<file path="src/rtl/i2c_target_regfile.sv">
// i2c_target_regfile: I2C target (slave) backed by a byte-addressed register
// file with an auto-incrementing pointer.
// Optional feature macro: I2C_TGT_STRETCH_EN holds SCL low for STRETCH_CYCLES
// clk_i cycles after every ACK/NACK bit. Without it scl_o is tied high.
`timescale 1ns/1ps
module i2c_target_regfile #(
  parameter logic [6:0]  TGT_ADDR       = 7'h22,
  parameter int unsigned MEM_DEPTH      = 16,
  parameter int unsigned STRETCH_CYCLES = 64
) (
  input  logic                         clk_i,
  input  logic                         rst_i,
  input  logic                         scl_i,
  input  logic                         sda_i,
  output logic                         scl_o,
  output logic                         sda_o,
  output logic                         busy_o,
  output logic                         wr_strobe_o,
  output logic [$clog2(MEM_DEPTH)-1:0] wr_addr_o,
  output logic [7:0]                   wr_data_o,
  output logic                         rd_strobe_o
);
  localparam int unsigned AW = $clog2(MEM_DEPTH);

  typedef enum logic [2:0] {
    ST_IDLE, ST_ADDR, ST_PTR, ST_WR_DATA, ST_RD_LOAD, ST_RD_DATA, ST_RD_ACK, ST_WAIT
  } state_e;

  state_e          state_q, state_d;
  logic [3:0]      bit_cnt_q, bit_cnt_d;
  logic [7:0]      shift_q, shift_d;
  logic            ack_phase_q, ack_phase_d;
  logic            rw_q, rw_d;
  logic            mack_q, mack_d;
  logic [AW-1:0]   ptr_q, ptr_d;
  logic            sda_q, sda_d;
  logic            busy_q, busy_d;
  logic            wr_strobe_q, wr_strobe_d;
  logic [AW-1:0]   wr_addr_q, wr_addr_d;
  logic [7:0]      wr_data_q, wr_data_d;
  logic            rd_strobe_q, rd_strobe_d;
  logic [7:0]      mem_q [MEM_DEPTH];

  logic scl_meta_q, scl_sync_q, scl_prev_q;
  logic sda_meta_q, sda_sync_q, sda_prev_q;
  logic scl_rise, scl_fall, start_cond, stop_cond;
  logic stretching, stretch_start;
  logic [7:0] byte_in;

  // Two-flop synchronizers plus one edge-history flop; idle bus reads as high.
  always_ff @(posedge clk_i or negedge rst_i) begin
    if (!rst_i) begin
      scl_meta_q <= 1'b1; scl_sync_q <= 1'b1; scl_prev_q <= 1'b1;
      sda_meta_q <= 1'b1; sda_sync_q <= 1'b1; sda_prev_q <= 1'b1;
    end else begin
      scl_meta_q <= scl_i; scl_sync_q <= scl_meta_q; scl_prev_q <= scl_sync_q;
      sda_meta_q <= sda_i; sda_sync_q <= sda_meta_q; sda_prev_q <= sda_sync_q;
    end
  end

  // SCL edges are ignored while this target is itself holding SCL low.
  assign scl_rise   = scl_sync_q & ~scl_prev_q & ~stretching;
  assign scl_fall   = ~scl_sync_q & scl_prev_q & ~stretching;
  assign start_cond = ~sda_sync_q & sda_prev_q & scl_sync_q & scl_prev_q;
  assign stop_cond  = sda_sync_q & ~sda_prev_q & scl_sync_q & scl_prev_q;
  assign byte_in    = {shift_q[6:0], sda_sync_q};

  // Protocol FSM: bus conditions first, then per-state bit handling.
  always_comb begin
    state_d       = state_q;
    bit_cnt_d     = bit_cnt_q;
    shift_d       = shift_q;
    ack_phase_d   = ack_phase_q;
    rw_d          = rw_q;
    mack_d        = mack_q;
    ptr_d         = ptr_q;
    sda_d         = sda_q;
    busy_d        = busy_q;
    wr_strobe_d   = 1'b0;
    wr_addr_d     = wr_addr_q;
    wr_data_d     = wr_data_q;
    rd_strobe_d   = 1'b0;
    stretch_start = 1'b0;
    if (stop_cond) begin
      state_d     = ST_IDLE;
      busy_d      = 1'b0;
      sda_d       = 1'b1;
      bit_cnt_d   = '0;
      ack_phase_d = 1'b0;
    end else if (start_cond) begin
      state_d     = ST_ADDR;
      sda_d       = 1'b1;
      bit_cnt_d   = '0;
      ack_phase_d = 1'b0;
    end else begin
      unique case (state_q)
        ST_ADDR, ST_PTR, ST_WR_DATA: begin
          // bit_cnt==8 means the byte is complete and the ACK slot is pending;
          // ack_phase marks SDA held low until the 9th-bit SCL fall.
          if (ack_phase_q) begin
            if (scl_fall) begin
              sda_d         = 1'b1;
              ack_phase_d   = 1'b0;
              bit_cnt_d     = '0;
              stretch_start = 1'b1;
              if (state_q == ST_ADDR) state_d = rw_q ? ST_RD_LOAD : ST_PTR;
              else                    state_d = ST_WR_DATA;
            end
          end else if (scl_rise && bit_cnt_q != 4'd8) begin
            shift_d   = byte_in;
            bit_cnt_d = bit_cnt_q + 4'd1;
            if (bit_cnt_q == 4'd7) begin
              if (state_q == ST_ADDR) begin
                if (byte_in[7:1] == TGT_ADDR) begin
                  busy_d = 1'b1;
                  rw_d   = byte_in[0];
                end else begin
                  state_d   = ST_IDLE;
                  busy_d    = 1'b0;
                  bit_cnt_d = '0;
                end
              end else if (state_q == ST_PTR) begin
                ptr_d = byte_in[AW-1:0];
              end else begin
                wr_strobe_d = 1'b1;
                wr_addr_d   = ptr_q;
                wr_data_d   = byte_in;
                ptr_d       = ptr_q + AW'(1);
              end
            end
          end else if (scl_fall && bit_cnt_q == 4'd8) begin
            sda_d       = 1'b0;
            ack_phase_d = 1'b1;
          end
        end
        ST_RD_LOAD: begin
          shift_d     = mem_q[ptr_q];
          sda_d       = mem_q[ptr_q][7];
          rd_strobe_d = 1'b1;
          ptr_d       = ptr_q + AW'(1);
          bit_cnt_d   = '0;
          state_d     = ST_RD_DATA;
        end
        ST_RD_DATA: begin
          // bit_cnt counts bits already sampled by the controller.
          if (scl_rise) begin
            bit_cnt_d = bit_cnt_q + 4'd1;
          end else if (scl_fall) begin
            if (bit_cnt_q == 4'd8) begin
              sda_d     = 1'b1;
              bit_cnt_d = '0;
              state_d   = ST_RD_ACK;
            end else if (bit_cnt_q != 4'd0) begin
              shift_d = {shift_q[6:0], shift_q[7]};
              sda_d   = shift_q[6];
            end
          end
        end
        ST_RD_ACK: begin
          if (scl_rise) begin
            mack_d    = sda_sync_q;
            bit_cnt_d = 4'd1;
          end else if (scl_fall && bit_cnt_q == 4'd1) begin
            bit_cnt_d     = '0;
            stretch_start = 1'b1;
            state_d       = mack_q ? ST_WAIT : ST_RD_LOAD;
          end
        end
        default: ;
      endcase
    end
  end

  // Control/state registers.
  always_ff @(posedge clk_i or negedge rst_i) begin
    if (!rst_i) begin
      state_q     <= ST_IDLE;
      bit_cnt_q   <= '0;
      shift_q     <= '0;
      ack_phase_q <= 1'b0;
      rw_q        <= 1'b0;
      mack_q      <= 1'b1;
      ptr_q       <= '0;
      sda_q       <= 1'b1;
      busy_q      <= 1'b0;
      wr_strobe_q <= 1'b0;
      wr_addr_q   <= '0;
      wr_data_q   <= '0;
      rd_strobe_q <= 1'b0;
    end else begin
      state_q     <= state_d;
      bit_cnt_q   <= bit_cnt_d;
      shift_q     <= shift_d;
      ack_phase_q <= ack_phase_d;
      rw_q        <= rw_d;
      mack_q      <= mack_d;
      ptr_q       <= ptr_d;
      sda_q       <= sda_d;
      busy_q      <= busy_d;
      wr_strobe_q <= wr_strobe_d;
      wr_addr_q   <= wr_addr_d;
      wr_data_q   <= wr_data_d;
      rd_strobe_q <= rd_strobe_d;
    end
  end

  // Register file: cleared on reset, written on each committed byte.
  always_ff @(posedge clk_i or negedge rst_i) begin
    if (!rst_i) begin
      for (int unsigned i = 0; i < MEM_DEPTH; i++) mem_q[i] <= '0;
    end else if (wr_strobe_d) begin
      mem_q[wr_addr_d] <= wr_data_d;
    end
  end

`ifdef I2C_TGT_STRETCH_EN
  localparam int unsigned SW = $clog2(STRETCH_CYCLES + 1);
  logic [SW-1:0] stretch_q, stretch_d;
  logic          scl_q, scl_d;

  assign stretching = (stretch_q != '0);

  // Stretch counter: loaded at the ACK/NACK fall, SCL low while nonzero.
  always_comb begin
    stretch_d = stretch_q;
    if (stretch_start)   stretch_d = SW'(STRETCH_CYCLES);
    else if (stretching) stretch_d = stretch_q - SW'(1);
    scl_d = (stretch_d == '0);
  end

  // Stretch counter and registered SCL drive.
  always_ff @(posedge clk_i or negedge rst_i) begin
    if (!rst_i) begin
      stretch_q <= '0;
      scl_q     <= 1'b1;
    end else begin
      stretch_q <= stretch_d;
      scl_q     <= scl_d;
    end
  end

  assign scl_o = scl_q;
`else
  logic stretch_unused;
  assign stretch_unused = stretch_start & (STRETCH_CYCLES != 0);
  assign stretching     = 1'b0;
  assign scl_o          = 1'b1;
`endif

  assign sda_o       = sda_q;
  assign busy_o      = busy_q;
  assign wr_strobe_o = wr_strobe_q;
  assign wr_addr_o   = wr_addr_q;
  assign wr_data_o   = wr_data_q;
  assign rd_strobe_o = rd_strobe_q;

endmodule
</file>
<file path="config.mk">
export PLATFORM = sky130hd
export DESIGN_NAME = i2c_target_regfile
export DESIGN_NICKNAME = d
export VERILOG_FILES = /design/src/rtl/i2c_target_regfile.sv
export SDC_FILE = /design/constraint.sdc
export NUM_CORES = 1
export LEC_CHECK = 0
export ABC_AREA = 1
export CAP_MARGIN = 20
export CORE_ASPECT_RATIO = 0.5
export CORE_UTILIZATION = 30
export DETAILED_ROUTE_END_ITERATION = 7
export SLEW_MARGIN = 20
export SYNTH_ARGS = -nofsm -noshare
export SYNTH_HDL_FRONTEND = slang
export SYNTH_SLANG_ARGS = --single-unit
</file>
<file path="constraint.sdc">
create_clock -name clk_i -period 4.2 [get_ports clk_i]
set_input_delay 0.63 -clock clk_i [delete_from_list [all_inputs] [get_ports clk_i]]
set_output_delay 0.63 -clock clk_i [all_outputs]
set_load 0.05 [all_outputs]
</file>
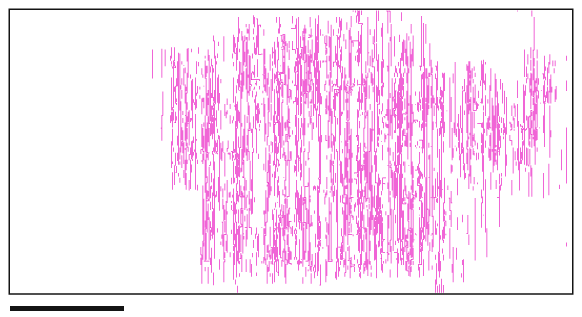
*Signal wires on met2*
The bar under the picture is 50 um long.
The longest straight run is 70.2 um. 885 nets have wire on it. The wires run mostly vertical. The layer holds 46% of the routed length.
overall routed net length: 26.5 mm
M2 GR Usage: 29.1%

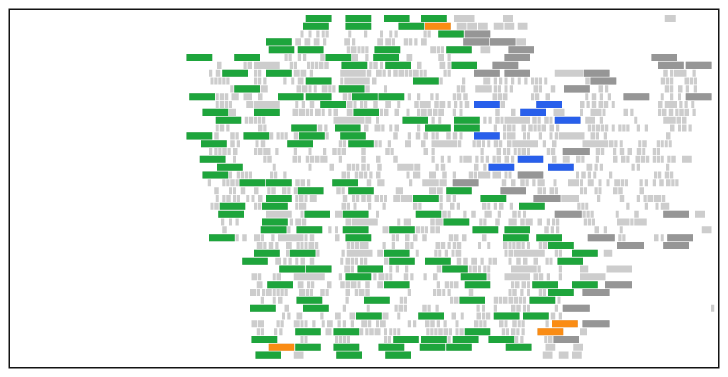
*Where the registers sit*
Orange stands for `wr_addr_o`, flops 4. Green stands for `mem_q`, flops 128. Blue stands for `shift_q`, flops 8.
Another 32 sequential cells are not colored.
Seq area share: 43.0%
register area: 0.00432 mm2
Layout Utilization: 34.5%
Seq group: 1800 uW

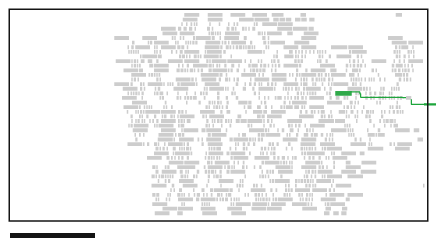
*Nets reached from selected ports*
The bar under the picture is 50 um long.
Green stands for `sda_o`, bits 1, direction output, end cells 1, buffers 1, wire 47.5 um.
# port buffers: 19
Ports: 21

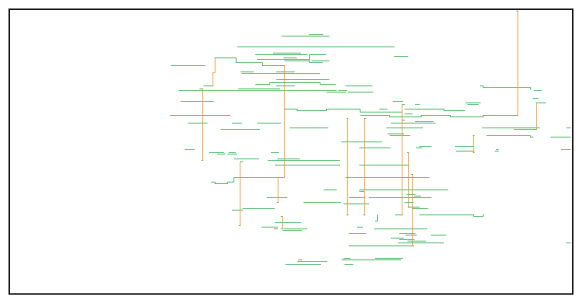
*Metal layers overlaid*
Two of the layers only.
Green stands for M3, wire length 1600 um. Orange stands for M4, wire length 390 um.
All-Layer GR Usage: 18.0%
via count: 8172

==> run_results.csv <==
group,metric,value,unit
power_and_ir_drop,p_leak,0.00501,uW
finish,largest_reg_flops,128,
synthesis,synth_flops,172,
synthesis,logic_family,"simple AND/OR/NAND/NOR gates",
clock_tree,path_clk_slew,0.07,ns
critical_path,r2r_slack,1.16,ns
floorplan,die_w,246,um
route,firstDrtPassIters,5,
synthesis,synthAdderAreaFrac,0.841,%
power_and_ir_drop,p_switching,1130,uW
timing,slew_headroom,30.8,%
synthesis,ys_area,0.00892,mm2
power_and_ir_drop,top_power_group,"registers",
finish,stdcell_area,0.0100,mm2
finish,drive_above_1_share,6.29,%
route,drc_errors,0,
finish,area_growth,12.5,%
placement,dp.final_hpwl,17.0,mm
run_status,status,"completed",
route,wl_met2,12.3,mm
timing,fin_setup_tns,0,ns
grt,grt.overflow.total,0,
clock_tree,hold_buffers,0,
critical_path,timing.rr.start,"ptr_q[0]",
synthesis,flop_cell,"dfrtp_1",
finish,layout.cells.non_filler,1583,
finish,logic_area,0.00403,mm2
synthesis,largest_area_cell,"dfrtp_1",
finish,buffers,38,
critical_path,cp_num_cells,10,
floorplan,initial_utilization,30.6,%
critical_path,path_common_cell,"nand2_1",
clock_tree,cts_setup_buffers,0,
floorplan,die_h,124,um
critical_path,r2r_cells,10,
placement,gp_congestion,0.917,
clock_tree,root_buffer,"clkbuf_16",
finish,final_cell_mix,"nand2_1, dfrtp_1, nand3_1, nor2_1, o21ai_0",
critical_path,critPathTopFamily,"buffers and inverters",
Power and IR drop assume default switching activity.
